File: src/rtl/dap_ctrl_pkg.sv
// Shared encodings for the double-accumulator processor control unit:
// state codes, opcodes, datapath mux selects and the control-word layout.
package dap_ctrl_pkg;

  typedef logic [3:0] state_t;
  typedef logic [3:0] opc_t;

  localparam state_t S_IDLE   = 4'd0;
  localparam state_t S_FETCH  = 4'd1;
  localparam state_t S_DECODE = 4'd2;
  localparam state_t S_EXEC   = 4'd3;
  localparam state_t S_BRANCH = 4'd4;
  localparam state_t S_MEM    = 4'd5;
  localparam state_t S_WB     = 4'd6;
  localparam state_t S_HALTED = 4'd7;
  localparam state_t S_ERROR  = 4'd8;

  localparam opc_t OP_ADD  = 4'd0;
  localparam opc_t OP_SUB  = 4'd1;
  localparam opc_t OP_ADDI = 4'd2;
  localparam opc_t OP_LW   = 4'd3;
  localparam opc_t OP_SW   = 4'd4;
  localparam opc_t OP_BEQ  = 4'd5;
  localparam opc_t OP_JMP  = 4'd6;
  localparam opc_t OP_HALT = 4'd15;

  localparam logic [1:0] PC_SRC_ALU  = 2'd0;
  localparam logic [1:0] PC_SRC_JUMP = 2'd1;

  localparam logic [1:0] SRC_A_PC   = 2'd0;
  localparam logic [1:0] SRC_A_ACC1 = 2'd1;
  localparam logic [1:0] SRC_A_ZERO = 2'd2;

  localparam logic [1:0] SRC_B_ACC2 = 2'd0;
  localparam logic [1:0] SRC_B_ONE  = 2'd1;
  localparam logic [1:0] SRC_B_IMM1 = 2'd2;
  localparam logic [1:0] SRC_B_IMM2 = 2'd3;

  localparam logic ALU_ADD = 1'b0;
  localparam logic ALU_SUB = 1'b1;

  // One bundle for every datapath enable and select driven by the FSM.
  typedef struct packed {
    logic       pc_write;
    logic [1:0] pc_src;
    logic       ir_write;
    logic       iord;
    logic       mem_write;
    logic       alu_op;
    logic [1:0] alu_src_a;
    logic [1:0] alu_src_b;
    logic       acc_write;
    logic       acc_src;
    logic       halted;
    logic       error;
  } ctrl_t;

  function automatic logic is_legal(input opc_t opc);
    return (opc <= OP_JMP) || (opc == OP_HALT);
  endfunction

  function automatic logic is_alu_class(input opc_t opc);
    return (opc == OP_ADD) || (opc == OP_SUB) || (opc == OP_ADDI);
  endfunction

  function automatic logic is_mem_class(input opc_t opc);
    return (opc == OP_LW) || (opc == OP_SW);
  endfunction

endpackage

File: src/rtl/dap_mem_wait_timer.sv
// Counts consecutive cycles spent waiting on mem_ready and flags when the
// wait has reached TIMEOUT; cleared whenever the controller changes state.
module dap_mem_wait_timer #(
  parameter int TIMEOUT = 15
) (
  input  logic clk,
  input  logic rst_n,
  input  logic clear,
  input  logic count_en,
  output logic expired
);

  localparam int W = (TIMEOUT < 1) ? 1 : $clog2(TIMEOUT + 1);
  localparam logic [W-1:0] LIMIT = W'(TIMEOUT);

  logic [W-1:0] count;

  // NOTE: sequential state is always assigned with <= so every flop samples
  // pre-edge values regardless of block ordering.
  always_ff @(posedge clk or negedge rst_n) begin
    if (!rst_n) begin
      count <= '0;
    end else if (clear) begin
      count <= '0;
    end else if (count_en && (count != LIMIT)) begin
      count <= count + W'(1);
    end
  end

  assign expired = (count == LIMIT);

endmodule

File: src/rtl/dap_control_unit.sv
// Multicycle control FSM for the double-accumulator processor: sequences
// fetch/decode/execute/memory/write-back with a timed memory handshake.
module dap_control_unit #(
  parameter int OPC_W   = 4,
  parameter int TIMEOUT = 15,
  parameter int CNT_W   = 16
) (
  input  logic             CLK,
  input  logic             RST,
  input  logic             run,
  input  logic [OPC_W-1:0] opcode,
  input  logic             alu_zero,
  input  logic             mem_ready,
  output logic             pc_write,
  output logic [1:0]       pc_src,
  output logic             ir_write,
  output logic             iord,
  output logic             mem_write,
  output logic             alu_op,
  output logic [1:0]       alu_src_a,
  output logic [1:0]       alu_src_b,
  output logic             acc_write,
  output logic             acc_src,
  output logic             halted,
  output logic             error,
  output logic [CNT_W-1:0] retired
);

  import dap_ctrl_pkg::*;

  state_t state;
  state_t state_next;
  opc_t   opc;
  ctrl_t  ctrl;
  logic   waiting;
  logic   timed_out;
  logic   retire_now;

  assign opc     = opc_t'(opcode);
  assign waiting = (state == S_FETCH) || (state == S_MEM);

  dap_mem_wait_timer #(
    .TIMEOUT (TIMEOUT)
  ) u_wait_timer (
    .clk      (CLK),
    .rst_n    (RST),
    .clear    (state_next != state),
    .count_en (waiting && !mem_ready),
    .expired  (timed_out)
  );

  // NOTE: every always_comb output gets a default before the case so no
  // path leaves it unassigned and infers a latch.
  always_comb begin
    state_next = state;
    case (state)
      S_IDLE: begin
        if (run) state_next = S_FETCH;
      end
      S_FETCH: begin
        if (mem_ready)      state_next = S_DECODE;
        else if (timed_out) state_next = S_ERROR;
      end
      S_DECODE: begin
        if (opc == OP_HALT)     state_next = S_HALTED;
        else if (!is_legal(opc)) state_next = S_ERROR;
        else                     state_next = S_EXEC;
      end
      S_EXEC: begin
        if (is_alu_class(opc))      state_next = S_WB;
        else if (is_mem_class(opc)) state_next = S_MEM;
        else if (opc == OP_BEQ)     state_next = alu_zero ? S_BRANCH : S_FETCH;
        else if (opc == OP_JMP)     state_next = S_FETCH;
        else                        state_next = S_ERROR;
      end
      S_BRANCH: state_next = S_FETCH;
      S_MEM: begin
        if (mem_ready)      state_next = (opc == OP_LW) ? S_WB : S_FETCH;
        else if (timed_out) state_next = S_ERROR;
      end
      S_WB:     state_next = S_FETCH;
      S_HALTED: state_next = S_HALTED;
      S_ERROR:  state_next = S_ERROR;
      default:  state_next = S_ERROR;
    endcase
  end

  always_ff @(posedge CLK or negedge RST) begin
    if (!RST) state <= S_IDLE;
    else      state <= state_next;
  end

  // An instruction retires on the edge that leaves its last state.
  always_comb begin
    retire_now = 1'b0;
    case (state)
      S_EXEC:   retire_now = ((opc == OP_BEQ) && !alu_zero) || (opc == OP_JMP);
      S_BRANCH: retire_now = 1'b1;
      S_MEM:    retire_now = mem_ready && (opc == OP_SW);
      S_WB:     retire_now = 1'b1;
      default:  retire_now = 1'b0;
    endcase
  end

  always_ff @(posedge CLK or negedge RST) begin
    if (!RST) begin
      retired <= '0;
    end else if (retire_now && (retired != {CNT_W{1'b1}})) begin
      retired <= retired + CNT_W'(1);
    end
  end

  always_comb begin
    ctrl = '0;
    case (state)
      S_FETCH: begin
        ctrl.iord      = 1'b0;
        ctrl.alu_src_a = SRC_A_PC;
        ctrl.alu_src_b = SRC_B_ONE;
        ctrl.alu_op    = ALU_ADD;
        if (mem_ready) begin
          ctrl.ir_write = 1'b1;
          ctrl.pc_write = 1'b1;
          ctrl.pc_src   = PC_SRC_ALU;
        end
      end
      S_EXEC: begin
        if (is_alu_class(opc)) begin
          ctrl.alu_src_a = SRC_A_ACC1;
          ctrl.alu_src_b = (opc == OP_ADDI) ? SRC_B_IMM1 : SRC_B_ACC2;
          ctrl.alu_op    = (opc == OP_SUB) ? ALU_SUB : ALU_ADD;
        end else if (is_mem_class(opc)) begin
          ctrl.alu_src_a = SRC_A_ACC1;
          ctrl.alu_src_b = SRC_B_IMM1;
          ctrl.alu_op    = ALU_ADD;
        end else if (opc == OP_BEQ) begin
          ctrl.alu_src_a = SRC_A_ACC1;
          ctrl.alu_src_b = SRC_B_ACC2;
          ctrl.alu_op    = ALU_SUB;
        end else if (opc == OP_JMP) begin
          ctrl.pc_write = 1'b1;
          ctrl.pc_src   = PC_SRC_JUMP;
        end
      end
      S_BRANCH: begin
        // PC already holds PC+1 from fetch, so the target is PC + imm2.
        ctrl.alu_src_a = SRC_A_PC;
        ctrl.alu_src_b = SRC_B_IMM2;
        ctrl.alu_op    = ALU_ADD;
        ctrl.pc_write  = 1'b1;
        ctrl.pc_src    = PC_SRC_ALU;
      end
      S_MEM: begin
        ctrl.iord      = 1'b1;
        ctrl.alu_src_a = SRC_A_ACC1;
        ctrl.alu_src_b = SRC_B_IMM1;
        ctrl.alu_op    = ALU_ADD;
        ctrl.mem_write = (opc == OP_SW);
      end
      S_WB: begin
        ctrl.acc_write = 1'b1;
        ctrl.acc_src   = (opc == OP_LW);
      end
      S_HALTED: ctrl.halted = 1'b1;
      S_ERROR:  ctrl.error  = 1'b1;
      default:  ctrl = '0;
    endcase
  end

  assign pc_write  = ctrl.pc_write;
  assign pc_src    = ctrl.pc_src;
  assign ir_write  = ctrl.ir_write;
  assign iord      = ctrl.iord;
  assign mem_write = ctrl.mem_write;
  assign alu_op    = ctrl.alu_op;
  assign alu_src_a = ctrl.alu_src_a;
  assign alu_src_b = ctrl.alu_src_b;
  assign acc_write = ctrl.acc_write;
  assign acc_src   = ctrl.acc_src;
  assign halted    = ctrl.halted;
  assign error     = ctrl.error;

endmodule

File: config.mk
export PLATFORM = sky130hd
export DESIGN_NAME = dap_control_unit
export DESIGN_NICKNAME = d
export VERILOG_FILES = /design/src/rtl/dap_ctrl_pkg.sv /design/src/rtl/dap_mem_wait_timer.sv /design/src/rtl/dap_control_unit.sv
export SDC_FILE = /design/constraint.sdc
export NUM_CORES = 1
export LEC_CHECK = 0
export ABC_CLOCK_PERIOD_IN_PS = 2350
export CORE_MARGIN = 2
export CORE_UTILIZATION = 40
export CTS_CLUSTER_DIAMETER = 30
export DETAILED_ROUTE_END_ITERATION = 6
export GPL_TIMING_DRIVEN = 0
export PLACE_DENSITY = 0.67
export REMOVE_ABC_BUFFERS = 1
export SLEW_MARGIN = 20
export SYNTH_ARGS = -nofsm -noshare
export SYNTH_HDL_FRONTEND = slang
export SYNTH_SLANG_ARGS = --single-unit
File: constraint.sdc
create_clock -name CLK -period 2.35 [get_ports CLK]
set_clock_uncertainty 0.1 [all_clocks]
set_input_delay 0.47 -clock CLK [delete_from_list [all_inputs] [get_ports CLK]]
set_output_delay 0.47 -clock CLK [all_outputs]
set_load 0.1 [all_outputs]
Figure 1. Gate families picked out.
(4 px per um)
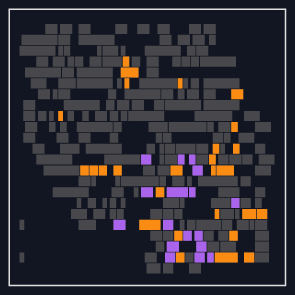
family	color	cells
nor cells	orange	27
aoi and oai cells	purple	17
Comb/total area: 47.9%
most common logic cell in the routed design: sky130_fd_sc_hd__dfrtp_1

Figure 2. Metal layers overlaid.
(6 px per um)
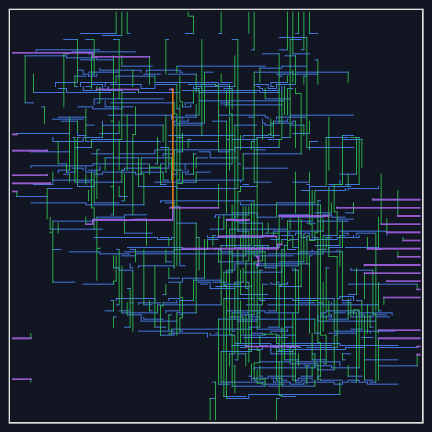
layer	color	wire length
M1	blue	1,910 um
M2	green	1,790 um
M3	purple	227 um
M4	orange	19.7 um

Figure 3. Clock routing.
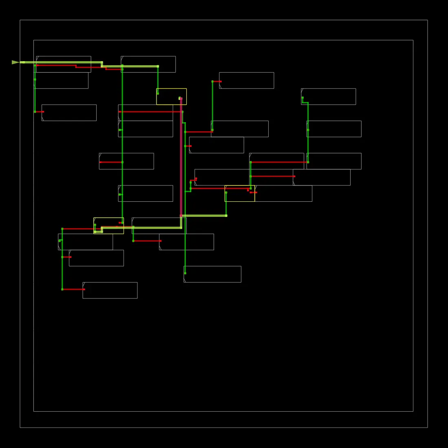
Insertion Delay late pin: 0.27 ns
clock sinks: 24

Figure 4. Clock wires, drivers and flops.
(4 px per um)
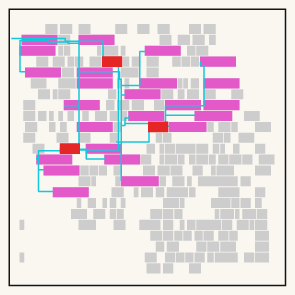
[flip-flops] magenta | count: 24
[clock-net drivers] red | count: 3
[clock wires] cyan | length: 272 um
routed clock nets	4

==> impl_metrics.env <==
# yosys + openroad results
export IMPL_cts_htree_levels=1
export IMPL_rrSetupSlack_ns=0.15
export IMPL_layout_area_seq_um2=606
export IMPL_vias_per_cell=5.58
export IMPL_instance_count_of_the_mapped_netlist=181
export IMPL_ios=40
export IMPL_routedWlPerCell_um=14.6
export IMPL_required_ns=1.78
export IMPL_dp_cells=257
export IMPL_rsz0062_at_grt="true"
export IMPL_remaining_drc_errors=0
export IMPL_drt_iter0_drc=122
export IMPL_yosys_area_top_type_share_pct=35.9
export IMPL_ys_seq_elements=24
export IMPL_synth_area_top_cells="sky130_fd_sc_hd__dfrtp_1, sky130_fd_sc_hd__xnor2_1, sky130_fd_sc_hd__nand3_1, sky130_fd_sc_hd__nand2_1, sky130_fd_sc_hd__nand4_1"
export IMPL_row_count=23
export IMPL_synth_edff_count=0
export IMPL_core_area_um2=4000
export IMPL_ys_types=53
export IMPL_critical_path_top_delay_family="buffers and inverters"
export IMPL_synthToLayoutAreaGrowth_pct=29.5
export IMPL_cts_hold_fix_buffers=0
export IMPL_async_reset_ff_share_pct=100
export IMPL_hold_path_class="input port to asynchronous set/reset pin"
export IMPL_power_static_leakage_uw=0.000964
export IMPL_final_fill_count=387
export IMPL_die_y_um=68.7
export IMPL_setup_violations_final=0
export IMPL_synth_yosys_seq_area_share_pct=35.9
export IMPL_warnings=26
export IMPL_die_area_um2=4720
export IMPL_run_status="finished, final reports clean"
export IMPL_synth_largest_area_cell="sky130_fd_sc_hd__dfrtp_1"
export IMPL_place_congestion=0.813
export IMPL_place_area_um2=2040
export IMPL_finalSetupTns_ns=0
export IMPL_clkTransAtPathRegs_ns=0.08
export IMPL_report_final_hold_viol_count=0
==> routing by layer <==
metal  up-vias  global-route usage (%)  wire, um
li1        751                       -         -
met1       711                    25.3      1910
met2        42                    26.3      1790
met3         2                    3.57       226
met4         0                    3.00        19
met5         -                       0         0
==> sequential cells by signal, summed over array words and instances (netlist names) <==
signal,cells
u_wait_timer.count,4
retired,16
state,4
==> cell usage in the layout, fill, tap and decap left out, types with 3 or more instances in the layout <==
master,instances
sky130_fd_sc_hd__dfrtp_2,4
sky130_fd_sc_hd__nor2_1,5
sky130_fd_sc_hd__dlygate4sd2_1,19
sky130_fd_sc_hd__inv_1,4
sky130_fd_sc_hd__nor2b_1,3
sky130_fd_sc_hd__clkdlybuf4s15_2,3
sky130_fd_sc_hd__nand2b_1,4
sky130_fd_sc_hd__nor4_1,5
sky130_fd_sc_hd__nand4_1,9
sky130_fd_sc_hd__buf_2,4
sky130_fd_sc_hd__a211o_1,3
sky130_fd_sc_hd__dfrtp_1,20
sky130_fd_sc_hd__nor3_1,5
sky130_fd_sc_hd__xnor2_1,19
sky130_fd_sc_hd__clkbuf_8,3
sky130_fd_sc_hd__buf_4,13
sky130_fd_sc_hd__mux2_2,3
sky130_fd_sc_hd__nand4b_1,3
sky130_fd_sc_hd__nand3_1,12
sky130_fd_sc_hd__and3_1,5
sky130_fd_sc_hd__nand2_1,16
==> power breakdown <==
group	switching (uW)	internal [uW]
Sequential	33.3	429
Clock	121	115
Combinational	198	106
==> cell type report <==
class / count / area share [%]
tap: 50 / 2.89
sequential: 24 / 27.9
multi-input combinational: 141 / 47.9
clock buffer: 3 / 1.91
inverter: 5 / 0.866
timing repair buffer: 47 / 18.5
==> through the flow <==
step           worst slack [ns]  hold WS, ns
2_1_floorplan             -2.06       0.0744
3_5_place_dp              -1.33        0.389
3_3_place_gp              -1.35        0.388
6_report                 0.0572       0.0701
4_1_cts                  0.0167        0.398
5_1_grt                 -0.0115        0.105
==> path summary, 6_finish.rpt <==
check	start	to	cells past startpoint
max	opcode[1]	pc_write	5
min	RST	retired[10]	1
max reg2reg	state[3]	retired[1]	7
min reg2reg	retired[15]	retired[15]	1
max in group asynchronous	RST	state[3]	1
min in group CLK	retired[15]	retired[15]	1
==> cell families (layout without fill, tap and decap cells) <==
kind of cell | after synthesis | after routing | synth area share (%)
AND-OR/OR-AND | 24 | 24 | 11.8
XOR/XNOR | 20 | 20 | 10.5
adder cells (fa/ha/maj) | 2 | 2 | 1.50
buffers and inverters | 17 | 55 | 5.31
flip-flops | 24 | 24 | 35.9
multiplexers | 4 | 4 | 2.62
other | 1 | 2 | 0.224
AND/OR/NAND/NOR | 89 | 89 | 32.2
==> repair_timing <==
item | 4_1_cts | 5_1_grt
setup endpoints to repair | 31 | 8
setup buffers | 1 | 9
pin swaps | 1 | 0
gates resized | 106 | 9
Power and IR drop assume default switching activity.
